[src/rtl/alu_decode_stage.sv]
// alu_decode_stage
// ----------------
// Registered RV32I decode stage feeding the ALU. One decoded instruction is
// held in an output register; valid/ready handshakes on both sides, with a
// synchronous flush that drops the held beat and blocks capture.
//
// Ports:
//   clk, rst_n          rising-edge clock, synchronous active-low reset
//   flush               drop held beat, no capture this cycle
//   in_valid/in_ready   fetch side handshake (instr, pc)
//   out_valid/out_ready execute side handshake
//   alu_ctrl            ADD 0, SUB 1, AND 2, OR 3, XOR 4, SLL 5, SRL 6,
//                       SRA 7, SLT 8, SLTU 9
//   op_a_sel            00 rs1, 01 pc, 10 zero
//   op_b_sel            0 rs2, 1 imm
//   imm                 sign-extended immediate
//   rs1, rs2, rd        register indices
//   reg_write, mem_read, mem_write, branch   class flags
//   pc_out              registered pc
//   illegal             unsupported encoding
//
// Build option: ALU_DEC_ILLEGAL_EN. When defined, `illegal` is registered with
// the beat. When undefined, `illegal` is tied to 0. In both builds an
// unsupported encoding decodes as a NOP-like ADD with every class flag clear.

module alu_decode_stage (
  input  logic        clk,
  input  logic        rst_n,
  input  logic        flush,
  input  logic        in_valid,
  output logic        in_ready,
  input  logic [31:0] instr,
  input  logic [31:0] pc,
  output logic        out_valid,
  input  logic        out_ready,
  output logic [3:0]  alu_ctrl,
  output logic [1:0]  op_a_sel,
  output logic        op_b_sel,
  output logic [31:0] imm,
  output logic [4:0]  rs1,
  output logic [4:0]  rs2,
  output logic [4:0]  rd,
  output logic        reg_write,
  output logic        mem_read,
  output logic        mem_write,
  output logic        branch,
  output logic [31:0] pc_out,
  output logic        illegal
);

  localparam logic [3:0] ALU_ADD  = 4'b0000;
  localparam logic [3:0] ALU_SUB  = 4'b0001;
  localparam logic [3:0] ALU_AND  = 4'b0010;
  localparam logic [3:0] ALU_OR   = 4'b0011;
  localparam logic [3:0] ALU_XOR  = 4'b0100;
  localparam logic [3:0] ALU_SLL  = 4'b0101;
  localparam logic [3:0] ALU_SRL  = 4'b0110;
  localparam logic [3:0] ALU_SRA  = 4'b0111;
  localparam logic [3:0] ALU_SLT  = 4'b1000;
  localparam logic [3:0] ALU_SLTU = 4'b1001;

  localparam logic [6:0] OPC_OP     = 7'b0110011;
  localparam logic [6:0] OPC_OP_IMM = 7'b0010011;
  localparam logic [6:0] OPC_LUI    = 7'b0110111;
  localparam logic [6:0] OPC_AUIPC  = 7'b0010111;
  localparam logic [6:0] OPC_LOAD   = 7'b0000011;
  localparam logic [6:0] OPC_STORE  = 7'b0100011;
  localparam logic [6:0] OPC_BRANCH = 7'b1100011;

  logic [6:0]  opcode;
  logic [2:0]  funct3;
  logic [6:0]  funct7;
  logic [31:0] imm_i;
  logic [31:0] imm_s;
  logic [31:0] imm_b;
  logic [31:0] imm_u;
  logic [3:0]  alu_base;

  logic [3:0]  alu_ctrl_next;
  logic [1:0]  op_a_sel_next;
  logic        op_b_sel_next;
  logic [31:0] imm_next;
  logic        reg_write_next;
  logic        mem_read_next;
  logic        mem_write_next;
  logic        branch_next;
  logic        illegal_next;

  logic        capture;

  assign opcode = instr[6:0];
  assign funct3 = instr[14:12];
  assign funct7 = instr[31:25];

  assign imm_i = {{20{instr[31]}}, instr[31:20]};
  assign imm_s = {{20{instr[31]}}, instr[31:25], instr[11:7]};
  assign imm_b = {{20{instr[31]}}, instr[7], instr[30:25], instr[11:8], 1'b0};
  assign imm_u = {instr[31:12], 12'h000};

  // in_ready is combinational from out_ready so a consumed beat can be
  // replaced in the same cycle (full throughput).
  assign in_ready = rst_n & ~flush & (~out_valid | out_ready);
  assign capture  = in_valid & in_ready;

  // funct3 map shared by OP and OP-IMM; SUB is layered on for OP only.
  always_comb begin
    alu_base = ALU_ADD;
    case (funct3)
      3'b000:  alu_base = ALU_ADD;
      3'b001:  alu_base = ALU_SLL;
      3'b010:  alu_base = ALU_SLT;
      3'b011:  alu_base = ALU_SLTU;
      3'b100:  alu_base = ALU_XOR;
      3'b101:  alu_base = funct7[5] ? ALU_SRA : ALU_SRL;
      3'b110:  alu_base = ALU_OR;
      default: alu_base = ALU_AND;
    endcase
  end

  always_comb begin
    alu_ctrl_next  = ALU_ADD;
    op_a_sel_next  = 2'b00;
    op_b_sel_next  = 1'b0;
    imm_next       = 32'h0;
    reg_write_next = 1'b0;
    mem_read_next  = 1'b0;
    mem_write_next = 1'b0;
    branch_next    = 1'b0;
    illegal_next   = 1'b0;

    case (opcode)
      OPC_OP: begin
        reg_write_next = 1'b1;
        alu_ctrl_next  = (funct3 == 3'b000 && funct7[5]) ? ALU_SUB : alu_base;
        // 0x20 is only meaningful as the SUB / SRA selector.
        if (funct7 != 7'h00 &&
            !(funct7 == 7'h20 && (funct3 == 3'b000 || funct3 == 3'b101)))
          illegal_next = 1'b1;
      end
      OPC_OP_IMM: begin
        op_b_sel_next  = 1'b1;
        reg_write_next = 1'b1;
        imm_next       = imm_i;
        alu_ctrl_next  = alu_base;
        // Only the shift forms constrain the upper immediate bits.
        if (funct3 == 3'b001 && funct7 != 7'h00)
          illegal_next = 1'b1;
        if (funct3 == 3'b101 && funct7 != 7'h00 && funct7 != 7'h20)
          illegal_next = 1'b1;
      end
      OPC_LUI: begin
        op_a_sel_next  = 2'b10;
        op_b_sel_next  = 1'b1;
        imm_next       = imm_u;
        reg_write_next = 1'b1;
      end
      OPC_AUIPC: begin
        op_a_sel_next  = 2'b01;
        op_b_sel_next  = 1'b1;
        imm_next       = imm_u;
        reg_write_next = 1'b1;
      end
      OPC_LOAD: begin
        op_b_sel_next  = 1'b1;
        imm_next       = imm_i;
        mem_read_next  = 1'b1;
        reg_write_next = 1'b1;
      end
      OPC_STORE: begin
        op_b_sel_next  = 1'b1;
        imm_next       = imm_s;
        mem_write_next = 1'b1;
      end
      OPC_BRANCH: begin
        branch_next = 1'b1;
        imm_next    = imm_b;
        case (funct3[2:1])
          2'b00:   alu_ctrl_next = ALU_SUB;
          2'b10:   alu_ctrl_next = ALU_SLT;
          2'b11:   alu_ctrl_next = ALU_SLTU;
          default: illegal_next  = 1'b1;
        endcase
      end
      default: illegal_next = 1'b1;
    endcase

    // Unsupported encodings collapse to a harmless ADD with no side effects.
    if (illegal_next) begin
      alu_ctrl_next  = ALU_ADD;
      op_a_sel_next  = 2'b00;
      op_b_sel_next  = 1'b0;
      imm_next       = 32'h0;
      reg_write_next = 1'b0;
      mem_read_next  = 1'b0;
      mem_write_next = 1'b0;
      branch_next    = 1'b0;
    end
  end

  always_ff @(posedge clk) begin
    if (!rst_n) begin
      out_valid <= 1'b0;
      alu_ctrl  <= 4'h0;
      op_a_sel  <= 2'b00;
      op_b_sel  <= 1'b0;
      imm       <= 32'h0;
      rs1       <= 5'd0;
      rs2       <= 5'd0;
      rd        <= 5'd0;
      reg_write <= 1'b0;
      mem_read  <= 1'b0;
      mem_write <= 1'b0;
      branch    <= 1'b0;
      pc_out    <= 32'h0;
    end else begin
      // Flush wins; a held beat that is consumed in the flush cycle is
      // simply gone either way.
      if (flush)
        out_valid <= 1'b0;
      else if (capture)
        out_valid <= 1'b1;
      else if (out_ready)
        out_valid <= 1'b0;

      if (capture) begin
        alu_ctrl  <= alu_ctrl_next;
        op_a_sel  <= op_a_sel_next;
        op_b_sel  <= op_b_sel_next;
        imm       <= imm_next;
        rs1       <= instr[19:15];
        rs2       <= instr[24:20];
        rd        <= instr[11:7];
        reg_write <= reg_write_next;
        mem_read  <= mem_read_next;
        mem_write <= mem_write_next;
        branch    <= branch_next;
        pc_out    <= pc;
      end
    end
  end

`ifdef ALU_DEC_ILLEGAL_EN
  always_ff @(posedge clk) begin
    if (!rst_n)
      illegal <= 1'b0;
    else if (capture)
      illegal <= illegal_next;
  end
`else
  assign illegal = 1'b0;
`endif

endmodule

[config.mk]
export PLATFORM = sky130hd
export DESIGN_NAME = alu_decode_stage
export DESIGN_NICKNAME = d
export VERILOG_FILES = /design/src/rtl/alu_decode_stage.sv
export SDC_FILE = /design/constraint.sdc
export NUM_CORES = 1
export LEC_CHECK = 0
export ABC_AREA = 1
export CAP_MARGIN = 20
export CORE_AREA = 2 2 100 102
export CTS_CLUSTER_SIZE = 25
export DETAILED_ROUTE_END_ITERATION = 6
export DIE_AREA = 0 0 102 104
export PLACE_DENSITY = 0.85
export SLEW_MARGIN = 30
export SYNTH_ARGS = -nofsm -noshare
export SYNTH_HDL_FRONTEND = slang
export SYNTH_SLANG_ARGS = --single-unit
[constraint.sdc]
create_clock -name clk -period 1.5 [get_ports clk]
set_input_delay 0.15 -clock clk [delete_from_list [all_inputs] [get_ports clk]]
set_output_delay 0.15 -clock clk [all_outputs]
set_load 0.02 [all_outputs]
==> results.py, run 1 <==
# Synthesis and PnR figures
metrics = {
    "worst_setup_path": {
        "critPathBufInv": 4,
        "path_cells": "clkdlybuf4s50_1 > inv_2 > o21ai_2 > nand2_1 > nand2_1 > nand3_2 > nor2_4 > buf_12 > clkbuf_16 > nand2_1 > a21oi_1",
        "rr_worst_depth": 9,
        "r2r_setup_slack_ns": 0.07,
        "critPathCaptureType": "flip-flop",
        "path_common_cell": "nand2_1",
        "path_max_fanout": 8,
    },
    "clock_network": {
        "path_clk_slew_ns": 0.09,
        "cts_hold_buf": 0,
        "cts-resized-gates": 33,
    },
    "flow_run": {
        "warnings": 31,
        "max-cap-violations": 0,
    },
    "final_timing": {
        "setup_viol": 2,
        "fin_ws_ns": -0.03377,
    },
    "final_layout": {
        "inv_count": 46,
        "seq_share": 0.2697,
        "num-clock-buffers": 10,
        "reg_top3": "imm: 32 flops, pc_out: 32 flops",
        "lay_top_cells": "nor2_1 (128), nand2_1 (96), dfxtp_1 (90)",
    },
    "drt": {
        "viasPerCell": 5.074,
        "route.detailed.drc": 0,
        "dr.pass1.iters": 5,
    },
    "logic_synthesis": {
        "fa_ha_area_frac": 0.01537,
        "ys_cells": 601,
        "ys_top_logic_family": "simple AND/OR/NAND/NOR gates",
        "netlist.area_leader.share": 0.4476,
        "aoi_share": 0.1755,
        "area_leaders": "dfxtp_1 (45%), nor2_1 (13%), a21oi_1 (10%)",
    },
    "hold_path": {
        "hold_path.class": "in2reg",
    },
    "power_and_ir_drop": {
        "p_total_w": 0.004986,
        "maxPowerGroup": "sequential cells",
        "p_seq_frac": 0.505,
    },
    "floorplanning": {
        "nWellTaps": 133,
        "row_count": 36,
    },
    "global_routing": {
        "antenna_found_initial": 0,
        "grt_pass1_wl_um": 21000,
        "overflow": 0,
    },
    "status": {
        "violations": "setup timing",
        "status": "finished, violations left",
    },
    "placement": {
        "gp_congestion": 0.9071,
    },
}
==> run 1: worst reg2reg max path, stage by stage, from the launching register on <==
cell     delay, ns
dfxtp_2       0.34
inv_2         0.06
nor2_4        0.04
nor3_4        0.17
buf_12        0.17
nand2_2       0.09
buf_12        0.17
nor2_1        0.11
nand2_1       0.07
a21oi_1       0.14
==> run 1: Yosys cell counts (all sizes together) <==
cell    number
a21oi       85
a22oi        1
buf         15
clkbuf      24
conb         1
dfxtp       91
ha           5
inv         46
nand2      109
nand3       17
nand4        3
nor2       143
nor3         2
nor3b        2
nor4         1
o21ai       55
o22ai        1
==> run 1: worst min path at each step <==
stage / end / startpoint / depth (start not counted) / slack (ns)
final: out_valid / rst_n / 3 / 0.16
after global routing: out_valid / rst_n / 3 / 0.15
after CTS: rd[3] / instr[10] / 3 / 0.33
after detailed placement: imm[1] / imm[1] / 2 / 0.46
after global placement: imm[14] / imm[14] / 2 / 0.45
after floorplan: out_valid / in_valid / 2 / 0.27
==> run 1: layer usage <==
metal	routed length (um)	up-vias	share of wire	GRT usage
li1	-	2299	-	-
met1	5383	2178	0.39	0.3037
met2	6761	235	0.49	0.3971
met3	1318	32	0.095	0.06788
met4	438	0	0.032	0.1057
met5	0	-	0	0
==> run 1: stage by stage <==
| stage | setup slack, ns | std cells | setup TNS, ns | utilization |
|---|---|---|---|---|
| after floorplan | 0.001138 | 601 | 0 | - |
| after global placement | -0.3783 | 907 | -26.19 | 0.6410 |
| after detailed placement | -0.4218 | 907 | -28.86 | 0.6410 |
| after CTS | -0.03759 | 923 | -0.2266 | 0.6578 |
| after global routing | -0.07373 | 935 | -1.255 | 0.7078 |
| final | -0.03377 | 935 | -0.04303 | 0.7078 |
**Run 1: track usage over the die**

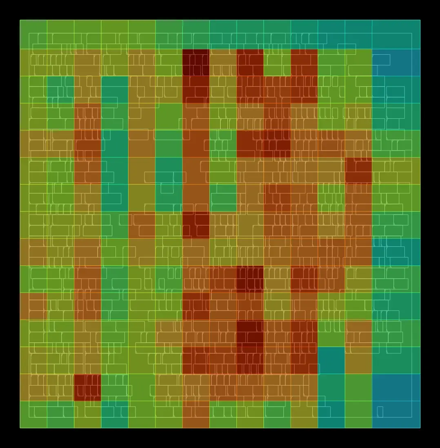
grt met3 use: 0.06788
Global Route met1 Usage: 0.3037

**Run 1: routed metal, one colour a layer**

Two of the layers only.
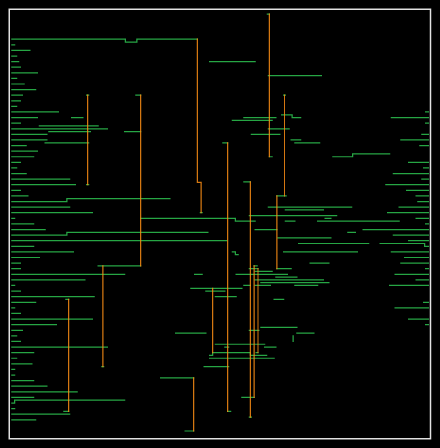
M3 -> green  # wire length 1320 um
M4 -> orange  # wire length 438 um
Wirelength per Cell: 14.87 um
Vias: 4744
GRT Total Usage: 0.2457
Routed WL: 13900 um

**Run 1: the metal 4 layer**

The bar under the picture is 20 um long.
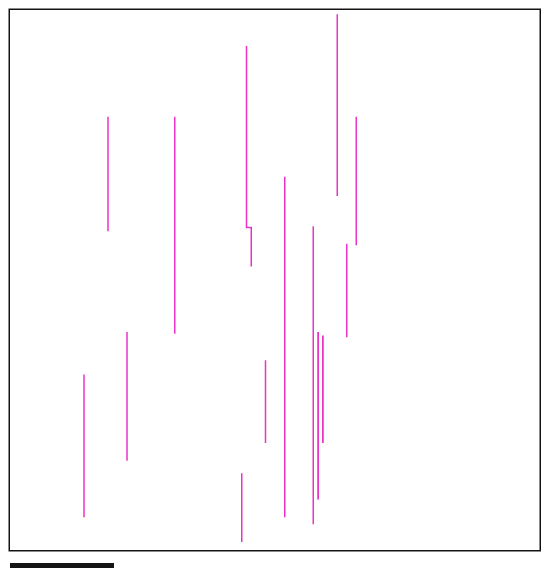
main direction = vertical
longest straight run = 65.3 um
nets with wire on the layer = 11
share of all routed wire = 3.2%
wire length on this layer = 438 um

**Run 1: gate families picked out**

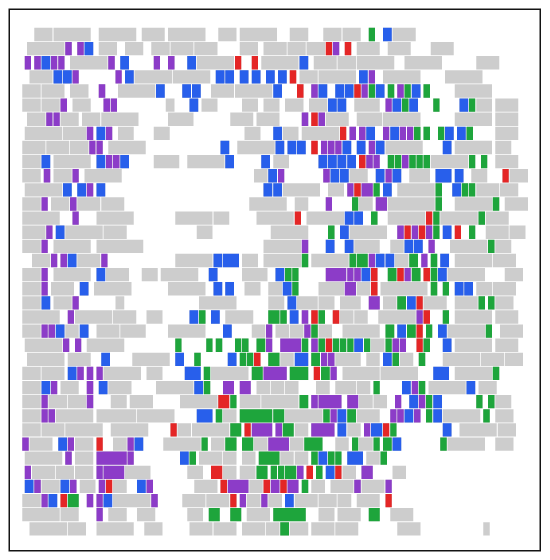
nand cells -> green  # cells 129
inv cells -> red  # cells 46
nor cells -> purple  # cells 148, where spread over the die
aoi and oai cells -> blue  # cells 142, where spread over the die
Non-Filler Instances: 935
dominant logic cell type in the layout: nor2_1
Comb area share: 0.3036

==> run 1 -> run 2 <==
- CORE_AREA: 2 2 100 102 -> 2 2 106 108
- DIE_AREA: 0 0 102 104 -> 0 0 108 110
- PLACE_DENSITY: 0.85 -> 0.8
- SLEW_MARGIN: 30 -> 20
- clock period: 1.5 -> 1.4 ns (I/O delays scaled with it)
**Run 2: the metal 4 layer**

The bar under the picture is 20 um long.
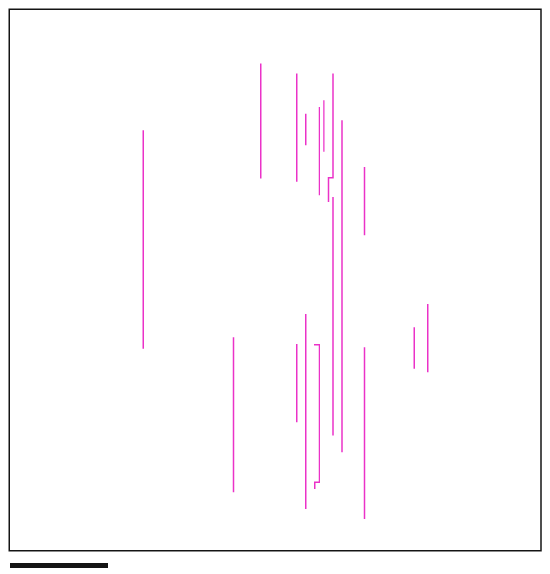
share of all routed wire = 3.0%
wire length on this layer = 453 um
nets with wire on the layer = 15

==> results.py, run 2 <==
# Synthesis and PnR figures
metrics = {
    "logic_synthesis": {
        "ys_cells": 601,
        "most_common_cell": "nor2_1",
        "synth-edff-count": 0,
        "synthArstFlopShare": 0,
        "netlist.area_leader.share": 0.4476,
    },
    "drt": {
        "viasPerCell": 5.142,
        "drt-total-wl_um": 14920,
        "vias": 4875,
        "met1Wirelength_um": 5892,
        "route.detailed.drc": 0,
    },
    "final_layout": {
        "mostFrequentLayoutCell": "nor2_1",
        "final_cells": 948,
    },
    "global_routing": {
        "use_met3": 0.06820,
        "track_usage": 0.2412,
        "grt_pass1_wl_um": 22560,
        "overflow": 0,
    },
    "status": {
        "status": "finished, violations left",
        "violations": "setup timing",
    },
    "final_timing": {
        "setup_viol": 2,
        "setup-tns-final_ns": -0.04817,
        "fin_ws_ns": -0.02587,
    },
    "flow_run": {
        "max-cap-violations": 0,
    },
    "hold_path": {
        "hold_path.class": "in2reg",
    },
    "power_and_ir_drop": {
        "p_total_w": 0.005416,
    },
    "clock_network": {
        "path_clk_slew_ns": 0.10,
    },
    "placement": {
        "pre_cts_ws_ns": -0.5737,
        "dp.cells": 919,
    },
}
## run 2: worst max-delay path, stage by stage
cell             delay [ns]
clkdlybuf4s15_1        0.18
nand2_2                0.10
inv_4                  0.12
nand2_4                0.09
nor2_4                 0.13
nor2_1                 0.07
nand2_1                0.11
nand3_2                0.11
nor2_4                 0.18
buf_12                 0.13
buf_12                 0.12
nand2_1                0.07
a21oi_1                0.16
## run 2: worst min-delay path by stage
stage | endpoint | from | slack (ns) | cells after the start
after detailed placement | imm[9] | imm[9] | 0.46 | 2
after floorplan | out_valid | in_valid | 0.26 | 2
after global placement | imm[10] | imm[10] | 0.46 | 2
after CTS | imm[9] | instr[29] | 0.32 | 5
after global routing | op_a_sel[0] | instr[5] | 0.22 | 4
final | op_a_sel[0] | instr[5] | 0.20 | 4
## run 2: timing repair
item / in CTS / in global routing
buffers inserted: 6 / 2
hold buffers: 0 / 0
pin swaps: 22 / 41
resized: 173 / 74
endpoints found under the setup margin: 179 / 89
cloned: 5 / 2
## run 2: power by group
part	leakage (nW)	total (W)	internal (W)	switching [W]
logic	2.41	0.000959	0.000442	0.000517
registers	0.740	0.00270	0.00266	0.0000360
clock network	0.0926	0.00176	0.000814	0.000942
## run 2: cells by family (layout without fill, tap and decap cells)
kind of cell | count (synthesis) | count (layout) | synth area share
and+or+nand+nor | 277 | 277 | 0.2748
AOI/OAI and AO/OA | 142 | 142 | 0.1755
DFF | 91 | 91 | 0.4476
buffers and inverters | 85 | 292 | 0.08577
adders and majority gates | 5 | 5 | 0.01537
other | 1 | 1 | 0.0009213
## run 2: final cells by class
class                           instances  area (um^2)
Fill cell                             915         3797
Timing Repair Buffer                  232         2306
Multi-Input combinational cell        425         2238
Sequential cell                        91         1823
Inverter                               46        177.7
Tap cell                              140        175.2
Clock buffer                           10        127.6
Clock inverter                          4        52.55
Power figures rest on the tool's default switching activity, not on a simulated workload.
